<file path="src/rtl/icache_fill_unit_pkg.sv">
// ============================================================================
//  Module      : icache_fill_unit_pkg
//  Description : Shared types and constants for the L1I miss/fill responder:
//                fill FSM encoding, miss-entry layout and beat count.
//  Revision    : 1.0 - initial release
// ============================================================================
`default_nettype none

package icache_fill_unit_pkg;

    // Default geometry (the top-level parameters default to these values)
    localparam int c_ADDR_W      = 64;
    localparam int c_LINE_W      = 512;
    localparam int c_OFFSET_W    = 6;
    localparam int c_BEAT_W      = 128;
    localparam int c_PID_W       = 20;
    localparam int c_TID_W       = 16;
    localparam int c_IC_W        = 64;
    localparam int c_QUEUE_DEPTH = 4;

    // Memory beats needed to assemble one cache line
    localparam int BEATS_PER_LINE = c_LINE_W / c_BEAT_W;

    // Fill sequencer states
    typedef enum logic [1:0] {
        S_IDLE    = 2'd0,
        S_REQ     = 2'd1,
        S_COLLECT = 2'd2,
        S_UPDATE  = 2'd3
    } fill_state_t;

    // One queued miss; the line address sits in the most significant field
    // so the queue can compare it without knowing the other fields.
    typedef struct packed {
        logic [c_ADDR_W-1:0] line_addr;
        logic [c_IC_W-1:0]   major_id;
        logic [c_PID_W-1:0]  pid;
        logic [c_TID_W-1:0]  tid;
    } miss_entry_t;

    localparam int c_MISS_ENTRY_W = $bits(miss_entry_t);

endpackage : icache_fill_unit_pkg

`default_nettype wire

</file>
<file path="src/rtl/icache_fill_unit_miss_queue.sv">
// ============================================================================
//  Module      : miss_queue
//  Description : Power-of-two deep FIFO of miss entries with full/empty/count.
//                The top KEY_W bits of each entry are its line address; with
//                ICACHE_FILL_MERGE_EN defined the queue also reports which
//                valid entries hold a given line address.
//  Revision    : 1.0 - initial release
// ============================================================================
`default_nettype none

module miss_queue #(
    parameter int DATA_W = 164,
    parameter int KEY_W  = 64,
    parameter int DEPTH  = 4    // power of two, at least 2
) (
    input  logic                     clk,
    input  logic                     rst_n,
    input  logic                     i_push,
    input  logic                     i_pop,
    input  logic [DATA_W-1:0]        i_data,
    output logic [KEY_W-1:0]         o_head_key,
    output logic [DATA_W-KEY_W-1:0]  o_head_rest,
    output logic                     o_full,
    output logic                     o_empty,
    output logic [$clog2(DEPTH):0]   o_count
`ifdef ICACHE_FILL_MERGE_EN
    ,
    input  logic [KEY_W-1:0]         i_match_key,
    output logic [DEPTH-1:0]         o_match
`endif
);

    localparam int c_PTR_W = $clog2(DEPTH);
    localparam int c_CNT_W = c_PTR_W + 1;

    logic [DATA_W-1:0]  r_mem [DEPTH];
    logic [c_PTR_W-1:0] r_wr_ptr;
    logic [c_PTR_W-1:0] r_rd_ptr;
    logic [c_CNT_W-1:0] r_count;

    logic w_do_push;
    logic w_do_pop;

    assign o_full      = (r_count == c_CNT_W'(DEPTH));
    assign o_empty     = (r_count == '0);
    assign o_count     = r_count;
    assign o_head_key  = r_mem[r_rd_ptr][DATA_W-1 -: KEY_W];
    assign o_head_rest = r_mem[r_rd_ptr][DATA_W-KEY_W-1:0];

    assign w_do_push = i_push && !o_full;
    assign w_do_pop  = i_pop && !o_empty;

    // Entry storage; contents are only meaningful while counted as valid
    always_ff @(posedge clk) begin
        if (w_do_push) begin
            r_mem[r_wr_ptr] <= i_data;
        end
    end

    // Pointers wrap naturally because the depth is a power of two
    always_ff @(posedge clk) begin
        if (!rst_n) begin
            r_wr_ptr <= '0;
            r_rd_ptr <= '0;
            r_count  <= '0;
        end else begin
            if (w_do_push) begin
                r_wr_ptr <= r_wr_ptr + c_PTR_W'(1);
            end
            if (w_do_pop) begin
                r_rd_ptr <= r_rd_ptr + c_PTR_W'(1);
            end
            case ({w_do_push, w_do_pop})
                2'b10:   r_count <= r_count + c_CNT_W'(1);
                2'b01:   r_count <= r_count - c_CNT_W'(1);
                default: r_count <= r_count;
            endcase
        end
    end

`ifdef ICACHE_FILL_MERGE_EN
    logic [c_PTR_W-1:0] w_rel;

    // Slot i is live when its distance from the head is below the count
    always_comb begin
        o_match = '0;
        w_rel   = '0;
        for (int i = 0; i < DEPTH; i++) begin
            w_rel = c_PTR_W'(i) - r_rd_ptr;
            if (({1'b0, w_rel} < r_count) &&
                (r_mem[i][DATA_W-1 -: KEY_W] == i_match_key)) begin
                o_match[i] = 1'b1;
            end
        end
    end
`endif

endmodule : miss_queue

`default_nettype wire

</file>
<file path="src/rtl/icache_fill_unit.sv">
// ============================================================================
//  Module      : icache_fill_unit
//  Description : L1 instruction-cache miss responder. Queues fetch misses,
//                requests each 64-byte line from the next level, assembles
//                the returned beats and drives the cache-update port.
//                Optional macro ICACHE_FILL_MERGE_EN absorbs misses to a
//                line that is already queued or in flight.
//  Revision    : 1.0 - initial release
// ============================================================================
`default_nettype none

module icache_fill_unit
    import icache_fill_unit_pkg::*;
#(
    parameter int fetchingAddressWidth    = c_ADDR_W,
    parameter int cacheLineWidth          = c_LINE_W,
    parameter int offsetWidth             = c_OFFSET_W,
    parameter int beatWidth               = c_BEAT_W,
    parameter int PidSize                 = c_PID_W,
    parameter int TidSize                 = c_TID_W,
    parameter int instructionCounterWidth = c_IC_W,
    parameter int queueDepth              = c_QUEUE_DEPTH
) (
    input  logic                                 clock_i,
    input  logic                                 reset_i,
    // Miss requests from the fetch unit
    input  logic                                 cacheMiss_i,
    input  logic [0:fetchingAddressWidth-1]      missedAddress_i,
    input  logic [0:instructionCounterWidth-1]   missedInstMajorId_i,
    input  logic [0:PidSize-1]                   missedPid_i,
    input  logic [0:TidSize-1]                   missedTid_i,
    output logic                                 missQueueFull_o,
    output logic                                 missDropped_o,
    // Next-level memory request/response
    output logic                                 memReqValid_o,
    input  logic                                 memReqReady_i,
    output logic [0:fetchingAddressWidth-1]      memReqAddress_o,
    input  logic                                 memRespValid_i,
    input  logic [0:beatWidth-1]                 memRespData_i,
    // Line fill towards the L1I
    output logic                                 cacheUpdate_o,
    output logic [0:fetchingAddressWidth-1]      cacheUpdateAddress_o,
    output logic [0:PidSize-1]                   cacheUpdatePid_o,
    output logic [0:TidSize-1]                   cacheUpdateTid_o,
    output logic [0:instructionCounterWidth-1]   missedInstMajorId_o,
    output logic [0:cacheLineWidth-1]            cacheUpdateLine_o
);

    localparam int c_REST_W    = instructionCounterWidth + PidSize + TidSize;
    localparam int c_ENTRY_W   = fetchingAddressWidth + c_REST_W;
    localparam int c_BEATS     = cacheLineWidth / beatWidth;
    localparam int c_BEAT_CW   = $clog2(c_BEATS);
    localparam int c_CNT_W     = $clog2(queueDepth) + 1;
    localparam logic [c_BEAT_CW-1:0] c_LAST_BEAT = c_BEAT_CW'(c_BEATS - 1);
    localparam logic [0:fetchingAddressWidth-1] c_LINE_MASK =
        {fetchingAddressWidth{1'b1}} << offsetWidth;

    fill_state_t                        r_state;
    logic [c_BEAT_CW-1:0]               r_beat;
    logic [0:cacheLineWidth-1]          r_line;

    logic [0:fetchingAddressWidth-1]    w_miss_line;
    logic [c_ENTRY_W-1:0]               w_entry;
    logic [fetchingAddressWidth-1:0]    w_head_addr;
    logic [c_REST_W-1:0]                w_head_rest;
    logic [0:instructionCounterWidth-1] w_head_major;
    logic [0:PidSize-1]                 w_head_pid;
    logic [0:TidSize-1]                 w_head_tid;
    logic                               w_full;
    logic                               w_empty;
    logic [c_CNT_W-1:0]                 w_count;
    logic                               w_full_pre;
    logic                               w_merge;
    logic                               w_push;
    logic                               w_drop;
    logic                               w_pop;
    logic [0:cacheLineWidth-1]          w_line_next;

    assign w_miss_line = missedAddress_i & c_LINE_MASK;
    assign w_entry     = {w_miss_line, missedInstMajorId_i, missedPid_i, missedTid_i};

    assign w_head_major = w_head_rest[c_REST_W-1 -: instructionCounterWidth];
    assign w_head_pid   = w_head_rest[TidSize +: PidSize];
    assign w_head_tid   = w_head_rest[0 +: TidSize];

    // Admission is decided on the count held before this cycle's pop, so a
    // full queue drops a miss even while its head is being retired.
    assign w_full_pre = (w_count == c_CNT_W'(queueDepth));
    assign w_push     = cacheMiss_i && !w_merge && !w_full_pre;
    assign w_drop     = cacheMiss_i && !w_merge && w_full_pre;
    assign w_pop      = (r_state == S_UPDATE);

    assign missQueueFull_o = w_full;

`ifdef ICACHE_FILL_MERGE_EN
    logic [queueDepth-1:0] w_match;
    assign w_merge = cacheMiss_i && (|w_match);
`else
    assign w_merge = 1'b0;
`endif

    miss_queue #(
        .DATA_W (c_ENTRY_W),
        .KEY_W  (fetchingAddressWidth),
        .DEPTH  (queueDepth)
    ) u_miss_queue (
        .clk         (clock_i),
        .rst_n       (reset_i),
        .i_push      (w_push),
        .i_pop       (w_pop),
        .i_data      (w_entry),
        .o_head_key  (w_head_addr),
        .o_head_rest (w_head_rest),
        .o_full      (w_full),
        .o_empty     (w_empty),
        .o_count     (w_count)
`ifdef ICACHE_FILL_MERGE_EN
        ,
        .i_match_key (w_miss_line),
        .o_match     (w_match)
`endif
    );

    // Line image with the current beat merged in; beat 0 lands in the MSBs
    always_comb begin
        w_line_next = r_line;
        w_line_next[int'(r_beat) * beatWidth +: beatWidth] = memRespData_i;
    end

    // Fill sequencer with registered request/update outputs
    always_ff @(posedge clock_i) begin
        if (!reset_i) begin
            r_state              <= S_IDLE;
            r_beat               <= '0;
            r_line               <= '0;
            missDropped_o        <= 1'b0;
            memReqValid_o        <= 1'b0;
            memReqAddress_o      <= '0;
            cacheUpdate_o        <= 1'b0;
            cacheUpdateAddress_o <= '0;
            cacheUpdatePid_o     <= '0;
            cacheUpdateTid_o     <= '0;
            missedInstMajorId_o  <= '0;
            cacheUpdateLine_o    <= '0;
        end else begin
            missDropped_o <= w_drop;
            cacheUpdate_o <= 1'b0;
            case (r_state)
                S_IDLE: begin
                    if (!w_empty) begin
                        r_state         <= S_REQ;
                        memReqValid_o   <= 1'b1;
                        memReqAddress_o <= w_head_addr;
                    end
                end
                S_REQ: begin
                    if (memReqReady_i) begin
                        r_state       <= S_COLLECT;
                        memReqValid_o <= 1'b0;
                        r_beat        <= '0;
                    end
                end
                S_COLLECT: begin
                    if (memRespValid_i) begin
                        r_line <= w_line_next;
                        r_beat <= r_beat + c_BEAT_CW'(1);
                        if (r_beat == c_LAST_BEAT) begin
                            r_state              <= S_UPDATE;
                            cacheUpdate_o        <= 1'b1;
                            cacheUpdateAddress_o <= w_head_addr;
                            cacheUpdatePid_o     <= w_head_pid;
                            cacheUpdateTid_o     <= w_head_tid;
                            missedInstMajorId_o  <= w_head_major;
                            cacheUpdateLine_o    <= w_line_next;
                        end
                    end
                end
                S_UPDATE: begin
                    r_state <= S_IDLE;
                end
                default: begin
                    r_state <= S_IDLE;
                end
            endcase
        end
    end

endmodule : icache_fill_unit

`default_nettype wire
</file>
<file path="config.mk">
export PLATFORM = sky130hd
export DESIGN_NAME = icache_fill_unit
export DESIGN_NICKNAME = d
export VERILOG_FILES = /design/src/rtl/icache_fill_unit_pkg.sv /design/src/rtl/icache_fill_unit_miss_queue.sv /design/src/rtl/icache_fill_unit.sv
export SDC_FILE = /design/constraint.sdc
export NUM_CORES = 2
export LEC_CHECK = 0
export CELL_PAD_IN_SITES_DETAIL_PLACEMENT = 0
export CELL_PAD_IN_SITES_GLOBAL_PLACEMENT = 2
export CORE_ASPECT_RATIO = 1.4
export CORE_MARGIN = 2
export CORE_UTILIZATION = 37
export DETAILED_ROUTE_END_ITERATION = 8
export HOLD_SLACK_MARGIN = 0.02
export PLACE_DENSITY_LB_ADDON = 0.25
export SLEW_MARGIN = 20
export SYNTH_ARGS = -nofsm -noshare
export SYNTH_HDL_FRONTEND = slang
export SYNTH_SLANG_ARGS = --single-unit
</file>
<file path="constraint.sdc">
create_clock -name clock_i -period 16.52 [get_ports clock_i]
set_input_delay 4.13 -clock clock_i [delete_from_list [all_inputs] [get_ports clock_i]]
set_output_delay 4.13 -clock clock_i [all_outputs]
set_load 0.02 [all_outputs]
</file>
==> qor.tcl <==
set qor(synth.yosys.num_cells) 5805
set qor(grt_most_used_layer) {met2}
set qor(start_kind) {input pin}
set qor(global_route_wire_length_before_repair_um) 341000
set qor(unrepaired_setup_endpoints_after_global_routing) {no}
set qor(fp.dieH_um) 498
set qor(r2r-end) {cacheUpdateLine_o[279]}
set qor(finalSetupTns_ns) 0
set qor(period_minus_ws_final_ns) 7.37
set qor(ys_chip_area_sq_mm) 0.0645
set qor(synth.comb.largest_family) {AND-OR/OR-AND gates}
set qor(utilization_pct) 47.3
set qor(report.final.hold_viol_count) 0
set qor(rr_startpoint) {r_state[0]}
set qor(dominantRegCellSynth) {sky130_fd_sc_hd__dfxtp_1}
set qor(grt_antenna_before_repair) 49
set qor(final_routed_drc_violation_total) 0
set qor(post_cts_hold_buffer_count) 0
set qor(timing.fmax_mhz) 136
set qor(net-switching-power_mw) 2.37
set qor(cts_max_path_buffers) 3
set qor(setup_viol_count_final) 0
set qor(grt_max_degree) 207
set qor(cts-htree-levels) 4
set qor(synth_top_cell_by_count) {sky130_fd_sc_hd__dfxtp_1}
set qor(post_dr_vias_cell) 5.55
set qor(clock_latency_ns) 0.84
set qor(r2r_cells) 7
set qor(place.detailed.hpwl_um) 142000
set qor(synthesized_area_fraction_occupied_by_and_or_nand_nor_cells_pct) 11.4
set qor(gp_congestion) 0.802
set qor(critPathRequiredTime_ns) 17.21
set qor(static-leakage-power_nw) 27.2
set qor(clkTransAtPathRegs_ns) 0.06
set qor(clockRootBuffer) {sky130_fd_sc_hd__clkbuf_16}
set qor(synth.cellmix.adderShare_pct) 0.283
set qor(dominant_cells_by_area_after_synthesis) {sky130_fd_sc_hd__dfxtp_1 35%, sky130_fd_sc_hd__edfxtp_1 29%, sky130_fd_sc_hd__mux4_2 5.5%}
set qor(seq_area_frac_synth_pct) 64.5
set qor(enable_flop_cells) 632
set qor(post_cts_setup_driven_buffer_insertion_count) 0
set qor(synth-seq-cells) 1760
set qor(initialDrtViolationCount) 4204
set qor(finalClockPeriodUsage_pct) 44.6
set qor(worstHoldPathType) {reg2reg}
set qor(syn-instance-count) 5805
set qor(post_cts_resize_count) 0
set qor(vias) 49700
set qor(worst_hold_startpoint) {r_line[209]}
set qor(layout-area-overhead-vs-synth_pct) 27.4
set qor(share_seq_of_total_power_pct) 48.5
set qor(fp-utilization_pct) 37.2
set qor(post_synth.cell_area_avg_sq_um) 11.1
set qor(synthesis.area_sq_mm) 0.0645
set qor(end_kind) {flop}
set qor(use_met1_pct) 33.4
set qor(run_status) {finished clean}
set qor(worstSetupPathType) {in2reg}
set qor(synth_xor_xnor_area_share_pct) 0.0543
set qor(globalRouteTotalUtil_pct) 25.9
set qor(wl_um) 239000
set qor(irDropWorstVdd_v) 0.000106
set qor(drv_slew) 0
set qor(max_cap_violations) 0
set qor(mostFrequentLayoutCell) {sky130_fd_sc_hd__dfxtp_1}
set qor(post_synth_num_cell_types) 39
set qor(synthTopCellsByCount) {1128 x sky130_fd_sc_hd__dfxtp_1, 834 x sky130_fd_sc_hd__nand2_1, 677 x sky130_fd_sc_hd__a21oi_1, 632 x sky130_fd_sc_hd__edfxtp_1, 518 x sky130_fd_sc_hd__nand3_1}
set qor(design.die.area_sq_mm) 0.178
set qor(antenna_violating_nets_post_route) 0
set qor(routedWlPerCell_um) 26.7
set qor(synth_top_cell_by_area) {sky130_fd_sc_hd__dfxtp_1}
set qor(critPathMaxFanout) 204
set qor(fillCellCount) 15900
set qor(number_of_global_route_vias_before_repair) 46600
set qor(globalRouteOverflowTotal) 0
set qor(tritoncts) {done}
set qor(detailedRoute.firstPassIterationCount) 6
set qor(timing.hold.worst_endpoint) {r_line[209]}
set qor(synth.area.mux_share_pct) 5.54
set qor(fp.coreArea_sq_mm) 0.173
set qor(fp.dieW_um) 357
set qor(drive_above_1_share_pct) 7.90
set qor(most_frequent_logic_cells_in_the_routed_design) {1126 x sky130_fd_sc_hd__dfxtp_1, 1021 x sky130_fd_sc_hd__clkdlybuf4s50_1, 834 x sky130_fd_sc_hd__nand2_1, 677 x sky130_fd_sc_hd__a21oi_1, 632 x sky130_fd_sc_hd__edfxtp_1}
set qor(finalHoldWorstSlack_ns) 0.449
set qor(core.rowCount) 181
set qor(internal_power_mw) 7.26
==> routing by layer <==
layer  vias to the layer above  share of wire, %
met5                         -              0.18
met4                        68               2.2
met3                       305                13
met2                      1989                44
met1                     24800                41
li1                      22600                 -
==> state kept, by name (all words and copies together) (netlist names), named ones only <==
| register | cells |
|---|---|
| cacheUpdateAddress_o | 58 |
| cacheUpdateLine_o | 512 |
| cacheUpdatePid_o | 20 |
| cacheUpdateTid_o | 16 |
| cacheUpdate_o | 1 |
| memReqAddress_o | 58 |
| memReqValid_o | 1 |
| missDropped_o | 1 |
| missedInstMajorId_o | 64 |
| r_beat | 2 |
| r_line | 384 |
| r_state | 2 |
| u_miss_queue.o_count | 3 |
| u_miss_queue.r_mem | 632 |
| u_miss_queue.r_rd_ptr | 2 |
| u_miss_queue.r_wr_ptr | 2 |
==> area by class of cell <==
type                       count  area, sq um  area share, %
inverter                      17         81.3         0.0991
timing repair buffer        1081        10800           13.2
antenna                       16         40.0         0.0488
sequential                  1760        41600           50.6
tap                         2287         2860           3.49
clock buffer                 256         5130           6.25
clock inverter                70          963           1.17
multi-input combinational   3477        20600           25.1
==> how the worst max path moves through the flow <==
stage | from | to | slack [ns]
6_report | memRespValid_i | cacheUpdateLine_o[279] | 9.15
5_1_grt | memRespValid_i | cacheUpdateLine_o[279] | 9.07
4_1_cts | memRespValid_i | cacheUpdateLine_o[279] | 9.26
3_5_place_dp | memRespValid_i | cacheUpdateLine_o[279] | 8.34
3_3_place_gp | memRespValid_i | cacheUpdateLine_o[279] | 8.36
2_1_floorplan | cacheMiss_i | u_miss_queue.r_mem[0][0] | 8.20
==> power groups by stage <==
| stage | clock network [mW] | logic [mW] | registers, mW |
|---|---|---|---|
| after floorplan | 0 | 0.355 | 4.80 |
| after global placement | 0 | 0.764 | 4.76 |
| after detailed placement | 0 | 0.772 | 4.77 |
| after CTS | 4.29 | 0.774 | 4.68 |
| after global routing | 4.44 | 0.810 | 4.69 |
| final | 4.20 | 0.766 | 4.68 |
==> cells by family (layout without fill, tap and decap cells) <==
family,after synthesis,after routing
xor gates and xnor gates,4,4
other,1,28
DFF,1760,1760
buffers and inverters,579,1424
muxes,159,159
adders and majority gates,14,14
AOI/OAI and AO/OA,1516,1516
and+or+nand+nor,1772,1772
==> stage by stage <==
stage / setup slack [ns] / power, mW / cell area (sq um) / cells
finish: 9.15 / 9.64 / 82100 / 8964
global route: 9.07 / 9.94 / 82100 / 8954
CTS: 9.26 / 9.74 / 82100 / 8948
detailed placement: 8.34 / 5.54 / 76000 / 8622
global placement: 8.36 / 5.53 / 75900 / 8621
floorplan: 8.20 / 5.16 / 64500 / 5816
==> critical path, cell delays in order <==
cell                              delay [ns]
sky130_fd_sc_hd__clkdlybuf4s50_1        0.91
sky130_fd_sc_hd__nand3_4                0.77
sky130_fd_sc_hd__buf_4                  0.70
sky130_fd_sc_hd__buf_12                 0.40
sky130_fd_sc_hd__a221oi_1               0.70
sky130_fd_sc_hd__nor2_1                 0.09
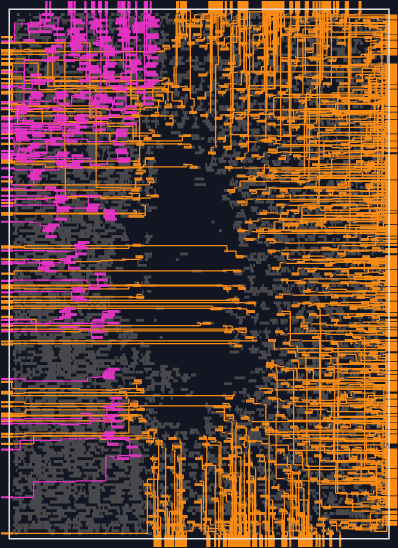
Fig. 1. Port wiring.
cacheUpdateLine_o -> orange  # bits 512, direction output, edge 284 right, 88 bottom, 83 top, 57 left, end cells 512, buffers 512, wire 41.1 mm
missedInstMajorId_i -> magenta  # bits 64, direction input, edge 40 left, 24 top, end cells 256, buffers 64, wire 4970 um
input/output buffers: 1022
number of top-level pins: 1041

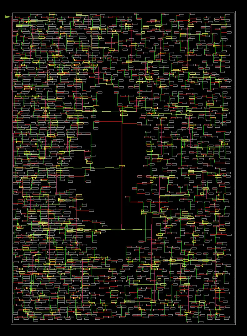
Fig. 2. Clock nets.
number of buffers inserted during clock tree synthesis: 176
Fin Clk Skew: 0.0508 ns
number of clock sinks: 1760
number of clock buffers in the layout: 256
Seq cells: 1760

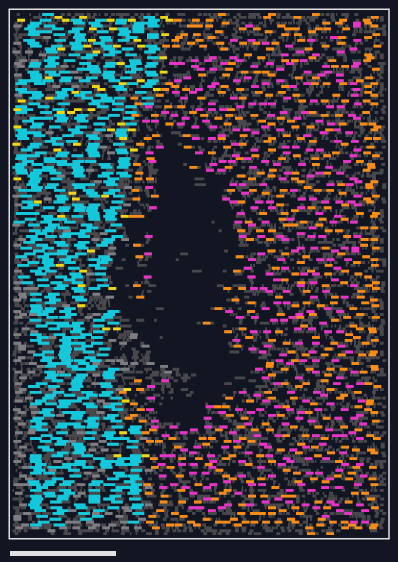
Fig. 3. Where the registers sit.
Bar = 100 um. Other sequential cells in the stronger grey, the rest of the logic in the fainter grey.
missedInstMajorId_o -> yellow  # sequential cells 64
r_line -> magenta  # sequential cells 384
u_miss_queue.r_mem -> cyan  # sequential cells 632, where a vertical strip on the left
cacheUpdateLine_o -> orange  # sequential cells 512

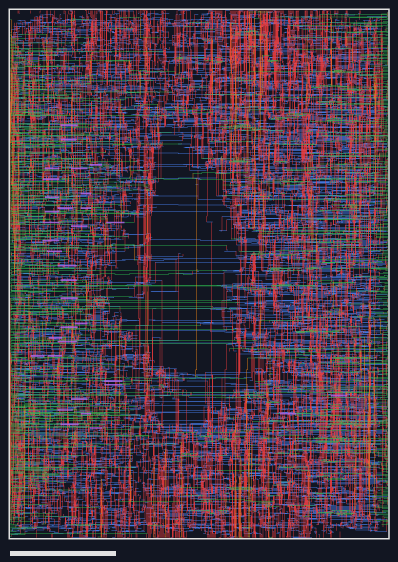
Fig. 4. Wiring by layer.
Bar = 100 um.
M4 -> orange  # wire length 5150 um
M1 -> blue  # wire length 96.8 mm
M2 -> red  # wire length 106 mm
M3 -> green  # wire length 30.3 mm
M5 -> purple  # wire length 442 um

Power figures rest on the tool's default switching activity, not on a simulated workload.
